--- src/rtl/apb_master_bridge_if.sv ---
// Command/response stream plus APB3 bus bundle for apb_master_bridge.
// The master modport is the bridge side; slave is the upstream/completer side.
interface apb_master_bridge_if;
    logic        cmd_valid;
    logic        cmd_ready;
    logic        cmd_write;
    logic [31:0] cmd_addr;
    logic [31:0] cmd_wdata;

    logic        rsp_valid;
    logic        rsp_ready;
    logic [31:0] rsp_rdata;
    logic        rsp_err;
    logic        rsp_timeout;

    logic [31:0] paddr;
    logic        psel;
    logic        penable;
    logic        pwrite;
    logic [31:0] pwdata;
    logic        pready;
    logic [31:0] prdata;
    logic        pslverr;

    modport master (
        input  cmd_valid, cmd_write, cmd_addr, cmd_wdata, rsp_ready,
        input  pready, prdata, pslverr,
        output cmd_ready, rsp_valid, rsp_rdata, rsp_err, rsp_timeout,
        output paddr, psel, penable, pwrite, pwdata
    );

    modport slave (
        output cmd_valid, cmd_write, cmd_addr, cmd_wdata, rsp_ready,
        output pready, prdata, pslverr,
        input  cmd_ready, rsp_valid, rsp_rdata, rsp_err, rsp_timeout,
        input  paddr, psel, penable, pwrite, pwdata
    );
endinterface

--- src/rtl/apb_master_bridge.sv ---
// APB3 requester: turns single valid/ready commands into SETUP/ACCESS transfers
// and returns one response per command, aborting hung transfers after TIMEOUT cycles.
module apb_master_bridge #(
    parameter int unsigned TIMEOUT = 16
) (
    input logic                  pclk,
    input logic                  preset,
    apb_master_bridge_if.master  bus
);

    localparam int unsigned CntW = (TIMEOUT > 0) ? $clog2(TIMEOUT + 1) : 1;
    localparam logic [CntW-1:0] CntLast = CntW'((TIMEOUT > 0) ? TIMEOUT - 1 : 0);

    typedef enum logic [1:0] {StIdle, StSetup, StAccess, StResp} state_e;

    state_e          state_q;
    logic [CntW-1:0] tcnt_q;
    logic [31:0]     paddr_q;
    logic [31:0]     pwdata_q;
    logic            pwrite_q;
    logic            psel_q;
    logic            penable_q;
    logic            rsp_valid_q;
    logic [31:0]     rsp_rdata_q;
    logic            rsp_err_q;
    logic            rsp_timeout_q;
    logic            timeout_hit;

    // tcnt_q holds the number of wait cycles already spent, so the Nth ACCESS
    // cycle without pready is the one that aborts.
    assign timeout_hit = (TIMEOUT != 0) && (tcnt_q == CntLast);

    always_ff @(posedge pclk or posedge preset) begin
        if (preset) begin
            state_q       <= StIdle;
            tcnt_q        <= '0;
            paddr_q       <= '0;
            pwdata_q      <= '0;
            pwrite_q      <= 1'b0;
            psel_q        <= 1'b0;
            penable_q     <= 1'b0;
            rsp_valid_q   <= 1'b0;
            rsp_rdata_q   <= '0;
            rsp_err_q     <= 1'b0;
            rsp_timeout_q <= 1'b0;
        end else begin
            unique case (state_q)
                StIdle: begin
                    if (bus.cmd_valid) begin
                        state_q  <= StSetup;
                        paddr_q  <= bus.cmd_addr;
                        pwdata_q <= bus.cmd_wdata;
                        pwrite_q <= bus.cmd_write;
                        psel_q   <= 1'b1;
                        tcnt_q   <= '0;
                    end
                end
                StSetup: begin
                    state_q   <= StAccess;
                    penable_q <= 1'b1;
                end
                StAccess: begin
                    // pready wins over a timeout landing in the same cycle.
                    if (bus.pready) begin
                        state_q       <= StResp;
                        psel_q        <= 1'b0;
                        penable_q     <= 1'b0;
                        rsp_valid_q   <= 1'b1;
                        rsp_rdata_q   <= pwrite_q ? 32'h0 : bus.prdata;
                        rsp_err_q     <= bus.pslverr;
                        rsp_timeout_q <= 1'b0;
                    end else if (timeout_hit) begin
                        state_q       <= StResp;
                        psel_q        <= 1'b0;
                        penable_q     <= 1'b0;
                        rsp_valid_q   <= 1'b1;
                        rsp_rdata_q   <= '0;
                        rsp_err_q     <= 1'b1;
                        rsp_timeout_q <= 1'b1;
                    end else begin
                        tcnt_q <= tcnt_q + 1'b1;
                    end
                end
                StResp: begin
                    if (bus.rsp_ready) begin
                        state_q     <= StIdle;
                        rsp_valid_q <= 1'b0;
                    end
                end
                default: state_q <= StIdle;
            endcase
        end
    end

    assign bus.cmd_ready   = (state_q == StIdle);
    assign bus.paddr       = paddr_q;
    assign bus.pwdata      = pwdata_q;
    assign bus.pwrite      = pwrite_q;
    assign bus.psel        = psel_q;
    assign bus.penable     = penable_q;
    assign bus.rsp_valid   = rsp_valid_q;
    assign bus.rsp_rdata   = rsp_rdata_q;
    assign bus.rsp_err     = rsp_err_q;
    assign bus.rsp_timeout = rsp_timeout_q;

endmodule

--- src/flat_wrapper.sv ---
// flat-port wrapper written by rule: the top's interface ports become plain ports
module apb_master_bridge_flat 
#(
    parameter int unsigned TIMEOUT = 16
)
  (pclk, preset, bus_cmd_valid, bus_cmd_write, bus_cmd_addr, bus_cmd_wdata, bus_rsp_ready, bus_pready, bus_prdata, bus_pslverr, bus_cmd_ready, bus_rsp_valid, bus_rsp_rdata, bus_rsp_err, bus_rsp_timeout, bus_paddr, bus_psel, bus_penable, bus_pwrite, bus_pwdata);
  apb_master_bridge_if bus_i ();
  input logic pclk;
  input logic preset;
  input wire logic [$bits(bus_i.cmd_valid)-1:0] bus_cmd_valid;
  input wire logic [$bits(bus_i.cmd_write)-1:0] bus_cmd_write;
  input wire logic [$bits(bus_i.cmd_addr)-1:0] bus_cmd_addr;
  input wire logic [$bits(bus_i.cmd_wdata)-1:0] bus_cmd_wdata;
  input wire logic [$bits(bus_i.rsp_ready)-1:0] bus_rsp_ready;
  input wire logic [$bits(bus_i.pready)-1:0] bus_pready;
  input wire logic [$bits(bus_i.prdata)-1:0] bus_prdata;
  input wire logic [$bits(bus_i.pslverr)-1:0] bus_pslverr;
  output wire logic [$bits(bus_i.cmd_ready)-1:0] bus_cmd_ready;
  output wire logic [$bits(bus_i.rsp_valid)-1:0] bus_rsp_valid;
  output wire logic [$bits(bus_i.rsp_rdata)-1:0] bus_rsp_rdata;
  output wire logic [$bits(bus_i.rsp_err)-1:0] bus_rsp_err;
  output wire logic [$bits(bus_i.rsp_timeout)-1:0] bus_rsp_timeout;
  output wire logic [$bits(bus_i.paddr)-1:0] bus_paddr;
  output wire logic [$bits(bus_i.psel)-1:0] bus_psel;
  output wire logic [$bits(bus_i.penable)-1:0] bus_penable;
  output wire logic [$bits(bus_i.pwrite)-1:0] bus_pwrite;
  output wire logic [$bits(bus_i.pwdata)-1:0] bus_pwdata;
  assign bus_i.cmd_valid = bus_cmd_valid;
  assign bus_i.cmd_write = bus_cmd_write;
  assign bus_i.cmd_addr = bus_cmd_addr;
  assign bus_i.cmd_wdata = bus_cmd_wdata;
  assign bus_i.rsp_ready = bus_rsp_ready;
  assign bus_i.pready = bus_pready;
  assign bus_i.prdata = bus_prdata;
  assign bus_i.pslverr = bus_pslverr;
  assign bus_cmd_ready = bus_i.cmd_ready;
  assign bus_rsp_valid = bus_i.rsp_valid;
  assign bus_rsp_rdata = bus_i.rsp_rdata;
  assign bus_rsp_err = bus_i.rsp_err;
  assign bus_rsp_timeout = bus_i.rsp_timeout;
  assign bus_paddr = bus_i.paddr;
  assign bus_psel = bus_i.psel;
  assign bus_penable = bus_i.penable;
  assign bus_pwrite = bus_i.pwrite;
  assign bus_pwdata = bus_i.pwdata;
  apb_master_bridge #(.TIMEOUT(TIMEOUT)) u_core (.pclk(pclk), .preset(preset), .bus(bus_i));
endmodule
--- config.mk ---
export PLATFORM = sky130hd
export DESIGN_NAME = apb_master_bridge_flat
export DESIGN_NICKNAME = d
export VERILOG_FILES = /design/src/rtl/apb_master_bridge_if.sv /design/src/rtl/apb_master_bridge.sv /design/src/flat_wrapper.sv
export SDC_FILE = /design/constraint.sdc
export NUM_CORES = 1
export LEC_CHECK = 0
export ABC_AREA = 1
export CAP_MARGIN = 20
export CORE_UTILIZATION = 40
export CTS_BUF_LIST = sky130_fd_sc_hd__clkbuf_16
export DETAILED_ROUTE_END_ITERATION = 12
export PLACE_DENSITY = 0.78
export SLEW_MARGIN = 20
export SYNTH_ARGS = -nofsm -noshare
export SYNTH_HDL_FRONTEND = slang
export SYNTH_SLANG_ARGS = --single-unit
--- constraint.sdc ---
create_clock -name pclk -period 6.1 [get_ports pclk]
set_clock_uncertainty 0.2 [all_clocks]
set_input_delay 1.22 -clock pclk [delete_from_list [all_inputs] [get_ports pclk]]
set_output_delay 1.22 -clock pclk [all_outputs]
set_load 0.02 [all_outputs]
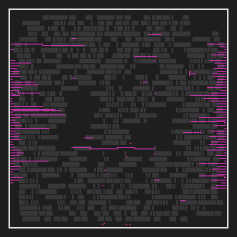
Fig. 1. M3 wires (run 1).
Drawn at 2 px/micron. Cells faint in the background.
main direction: horizontal
longest straight run: 26.9 microns
nets with wire on the layer: 113
share of all routed wire: 6.7%

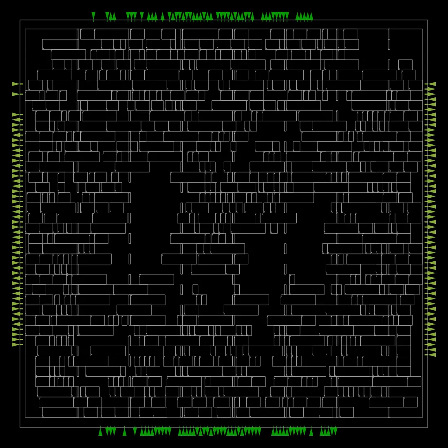
Fig. 2. Placed standard cells (run 1).
tap cells: 140
Core ar.: 10,900 sq um
# rows: 38

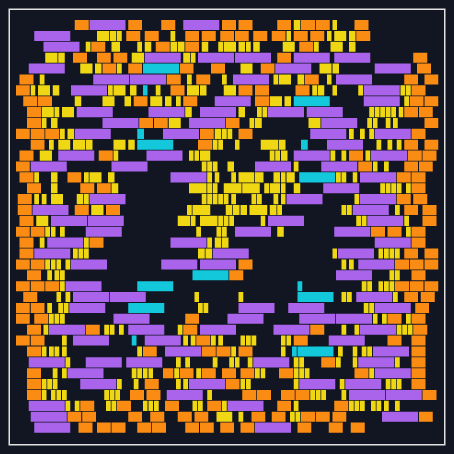
Fig. 3. Placement by cell class (run 1).
Drawn at 4 px/micron.
legend:
  cyan:
    class: clock drivers and dummy loads
    cells: 15
    share_of_their_area: 3.7%
  purple:
    class: flops
    cells: 109
    share_of_their_area: 41%
  yellow:
    class: combinational and other logic
    cells: 368
    share_of_their_area: 25%
  orange:
    class: other buffers and delay cells
    cells: 206
    share_of_their_area: 31%

==> CHANGELOG.md, run 1 <==
### Metrics

* Pins Over Slew Limit at 0
* Worst Tran Pin Value at slightly above 1 ns
* Remaining global-route overflow at 0
* Gr usage total at roughly 20%
* Input/output buffers at a little over 200
* Setup crit start kind: input pin
* Final Core Density at a little over three fifths
* Status: complete, no violations
* Worst min path class: register to register
* Worst-path clk slew at roughly 0.070 ns
* Cell Type Count at 21
* Power per cell area at about 500 nW/um^2
* CTS max path bufs at 2
* Synth Seq Share at 60.1%
* Gpl congestion at roughly 0.77
* Worst-path maximum fanout at about 66
* Latency at later pin at 0.33 ns
* Synth area leader: dfrtp_1
* Dpl cell area at 6650 sq um
* Layout area overhead at 52.2%
* Crit path time final at ~3.3 ns
* TritonCTS clock tree: done
* Remaining antenna violation count after routing at 0
* FP Util at between 40% and 50%
* Final Cycle Share at a little over half
* Hold_sp: u_core.bus.pwdata[15]
* Top area cell types: dfrtp_1, nand2_1, o21ai_2
* Req. time, crit path at 6.17 ns
* Log Warnings at 29
* Pre-CTS setup slack at between 2 and 2.5 ns
* Syn Nets at a little over 600
* Inserted Clock Buffers at 9
* Hold_buf cts at 0
* Final Setup Violations at 0
* Critical path, cell by cell: clkdlybuf4s50_1 > nand2_4 > inv_2 > nand2_1 > nand2_1
* Final worst slack at 2.84 ns
==> run 1: worst max-delay path: cells and delay by family <==
kind / cells / cell delay (ns)
and+or+nand+nor: 3 / 0.63
buffers and inverters: 2 / 1.43
==> run 1: registers in the layout (all words and copies together), names as in the netlist, 2 cells and up <==
name                  count
u_core.bus.rsp_rdata     32
u_core.bus.pwdata        32
u_core.state_q            2
u_core.bus.paddr         32
u_core.tcnt_q             5
==> run 1: power groups by stage <==
stage	Clock, mW	Combinational, mW	Sequential (mW)
floorplan	0	0.559	1.58
global placement	0	1.68	1.22
detailed placement	0	1.72	1.23
CTS	0.523	1.73	1.23
global route	0.551	1.85	1.26
finish	0.508	1.71	1.23
==> run 1: cells in the mapped netlist <==
cell	instances
a21o_1	1
a21oi_1	1
buf_1	1
buf_2	11
buf_4	1
buf_6	3
clkbuf_1	8
dfrtp_1	109
ha_1	6
inv_1	50
nand2_1	221
nand2_4	1
nand3_1	36
nand3b_1	1
nand4_1	1
nand4_2	1
nor2_1	5
nor3_1	1
o21ai_0	12
o21ai_2	30
or2_4	1
==> run 1: cell usage in the layout (no fill, tap or decap) <==
| master | count |
|---|---|
| clkdlybuf4s50_1 | 205 |
| inv_2 | 1 |
| a21oi_1 | 1 |
| ha_1 | 6 |
| nand3_1 | 36 |
| buf_4 | 1 |
| a21o_1 | 1 |
| or2_4 | 1 |
| inv_4 | 1 |
| nor3_1 | 1 |
| nand2_4 | 2 |
| inv_1 | 51 |
| nand4_1 | 1 |
| nand2_2 | 1 |
| o21ai_0 | 12 |
| nand3b_1 | 1 |
| clkinv_2 | 2 |
| nand2_1 | 219 |
| dfrtp_1 | 109 |
| nor2_1 | 5 |
| o21ai_2 | 30 |
| nand4_2 | 1 |
| clkinv_1 | 1 |
| clkbuf_16 | 9 |
==> run 1: kinds of logic (layout without fill, tap and decap cells) <==
group                    Yosys count  count (layout)  share of synthesized area [%]
AND-OR/OR-AND                     44              44                           7.39
AND/OR/NAND/NOR                  268             268                           23.8
buffers and inverters             74             271                           7.01
flip-flops                       109             109                           60.1
adder cells (fa/ha/maj)            6               6                           1.66
==> run 1: per-stage QoR <==
step,std cells,hold WS (ns)
after floorplan,501,0.253
after global placement,823,0.261
after detailed placement,823,0.264
after CTS,838,0.282
after global routing,838,0.304
final,838,0.278
==> run 1: area by class of cell <==
cell class                      instances  area [sq um]
Sequential cell                       109          2730
Clock inverter                          6          25.0
Clock buffer                            9           225
Inverter                               50           190
Tap cell                              140           175
Fill cell                             919          4030
Multi-Input combinational cell        318          1500
Timing Repair Buffer                  206          2060
==> run 1: metal layers <==
layer	wire length (microns)	global-route usage (%)
met1	4720	24.6
met5	0	0
met4	281	8.98
met2	5600	32.7
met3	760	3.86
## Run 2: what changed since run 1
==> constraint.sdc (replaced) <==
create_clock -name pclk -period 3 [get_ports pclk]
set_clock_uncertainty 0.2 [all_clocks]
set_input_delay 0.6 -clock pclk [delete_from_list [all_inputs] [get_ports pclk]]
set_output_delay 0.6 -clock pclk [all_outputs]
set_load 0.02 [all_outputs]
==> CHANGELOG.md, run 2 <==
### Metrics

* Count leader, synth: nand2_1
* Crit path time final at 2.49 ns
* Placed cell count at 828
* CTS max path bufs at 2
* EDFF count, synth at 0
* Gpl congestion at approximately 0.81
* Cell Count, Final, Fillers Out at ~840
* Worst-path clk slew at ~0.07 ns
* Syn Nets at 610
* Remaining antenna violation count after routing at 0
* Top area cell types: dfrtp_1, nand2_1, o21ai_2
* Worst-path maximum fanout at 4
* Gr usage total at between 20% and 30%
* Met3 WL at 937 microns
* Req. time, crit path at ~2.2 ns
* Most used logic cell in the final layout: nand2_1
* Status: complete, no violations
* Top cells excl fill/tap: nand2_1, clkdlybuf4s50_1, dfrtp_1
* Pins Over Slew Limit at 0
* Post-synth top cells: nand2_1, dfrtp_1, inv_1
* Log Warnings at 29
* Layout area overhead at 54.2%
* Length of routed wiring on met1 at ~5000 microns
* Latency at later pin at roughly 0.34 ns
* Root Driver: clkbuf_16
* CP bufs+invs at 2
* Wire length on met2 at ~6100 microns
* Synth Seq Share at 60.1%
* Combinational Power Share at approximately half
* Power per cell area at about 1000 nW/um^2
* Final worst slack at ~0.51 ns
* Worst Tran Pin Value at 0.647 ns
* Worst min path class: register to register
* CP top delay family: buffers and inverters
* Input/output buffers at 205
* Synth area leader: dfrtp_1
* Critical path, cell by cell: inv_1 > ha_1 > clkdlybuf4s50_1
* Core ar. at between 10,000 and 15,000 sq um
* Cell Type Count at 21
* Final Setup Violations at 0
* FP Util at 41.5%
* TritonCTS clock tree: done
* N_diodes at 0
* Setup crit start kind: register
* Worst path slowest cell: clkdlybuf4s50_1
* Main flop type: dfrtp_1
* Total number of vias at ~4,000
## run 2: cell families after synthesis
family          share of synthesized area, %
flops                                   60.1
buf+inv                                 7.01
simple gates                            23.8
fa+ha+maj                               1.66
compound gates                          7.39
## run 2: worst paths after layout
kind | startpoint | end | slack (ns) | depth (start not counted)
worst min-delay path | u_core.bus.paddr[10] | u_core.bus.paddr[10] | 0.28 | 2
worst min register to register | u_core.bus.paddr[10] | u_core.bus.paddr[10] | 0.28 | 2
max in group asynchronous | preset | u_core.tcnt_q[0] | 1.48 | 3
worst max-delay path | u_core.state_q[0] | bus_cmd_ready | 0.51 | 3
min in group asynchronous | preset | u_core.bus.pwdata[2] | 0.44 | 2
worst max register to register | u_core.tcnt_q[0] | u_core.bus.rsp_timeout | 0.92 | 9
## run 2: routing by layer
layer  global-route usage [%]  vias to the layer above
met5                        0                        -
met4                     8.88                        0
met3                     5.06                       21
met2                     36.0                      156
met1                     25.3                     1890
li1                         -                     1932
## run 2: area by class of cell
cell class	count	area, sq um
clock buffers	9	225
clock inverters	7	57.6
fillers	902	3940
inverters	50	191
multi-input cells	318	1490
flip-flops and latches	109	2730
well taps	140	175
repair buffers	211	2120
## run 2: power by group through the flow
stage	combinational, mW	clock, mW	sequential, mW
2_1_floorplan	1.14	0	3.21
6_report	3.52	1.14	2.49
5_1_grt	3.82	1.22	2.57
3_5_place_dp	3.55	0	2.49
3_3_place_gp	3.47	0	2.48
4_1_cts	3.57	1.16	2.49
## run 2: metrics by stage
| stage | instance area, sq um | hold slack, ns |
|---|---|---|
| 3_3_place_gp | 6710 | 0.263 |
| 6_report | 6990 | 0.278 |
| 3_5_place_dp | 6710 | 0.264 |
| 2_1_floorplan | 4540 | 0.253 |
| 4_1_cts | 6990 | 0.282 |
| 5_1_grt | 6990 | 0.305 |
## run 2: tightest hold or removal path, stage by stage (launching register included)
cell and delay, ns:
dfrtp_1 0.34, nand2_1 0.05, nand2_1 0.05
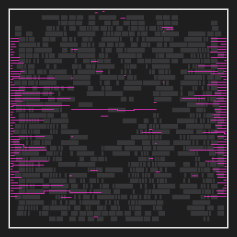
Fig. 4. M3 wires (run 2).
Drawn at 2 px/micron. Cells faint in the background.
main direction: horizontal
longest straight run: 31.5 microns
wire length on this layer: 937 microns

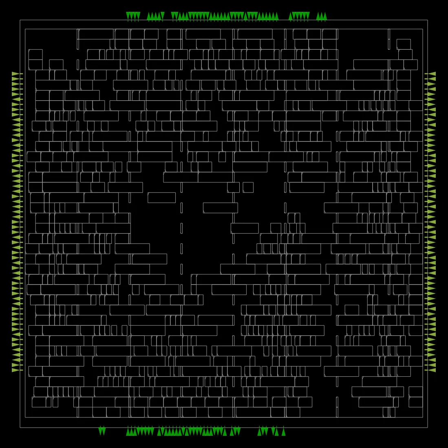
Fig. 5. Placed standard cells (run 2).
Final Core Density: 63.9%
Flops: 109

No activity file was given, so power comes from the tool's default toggle rates.
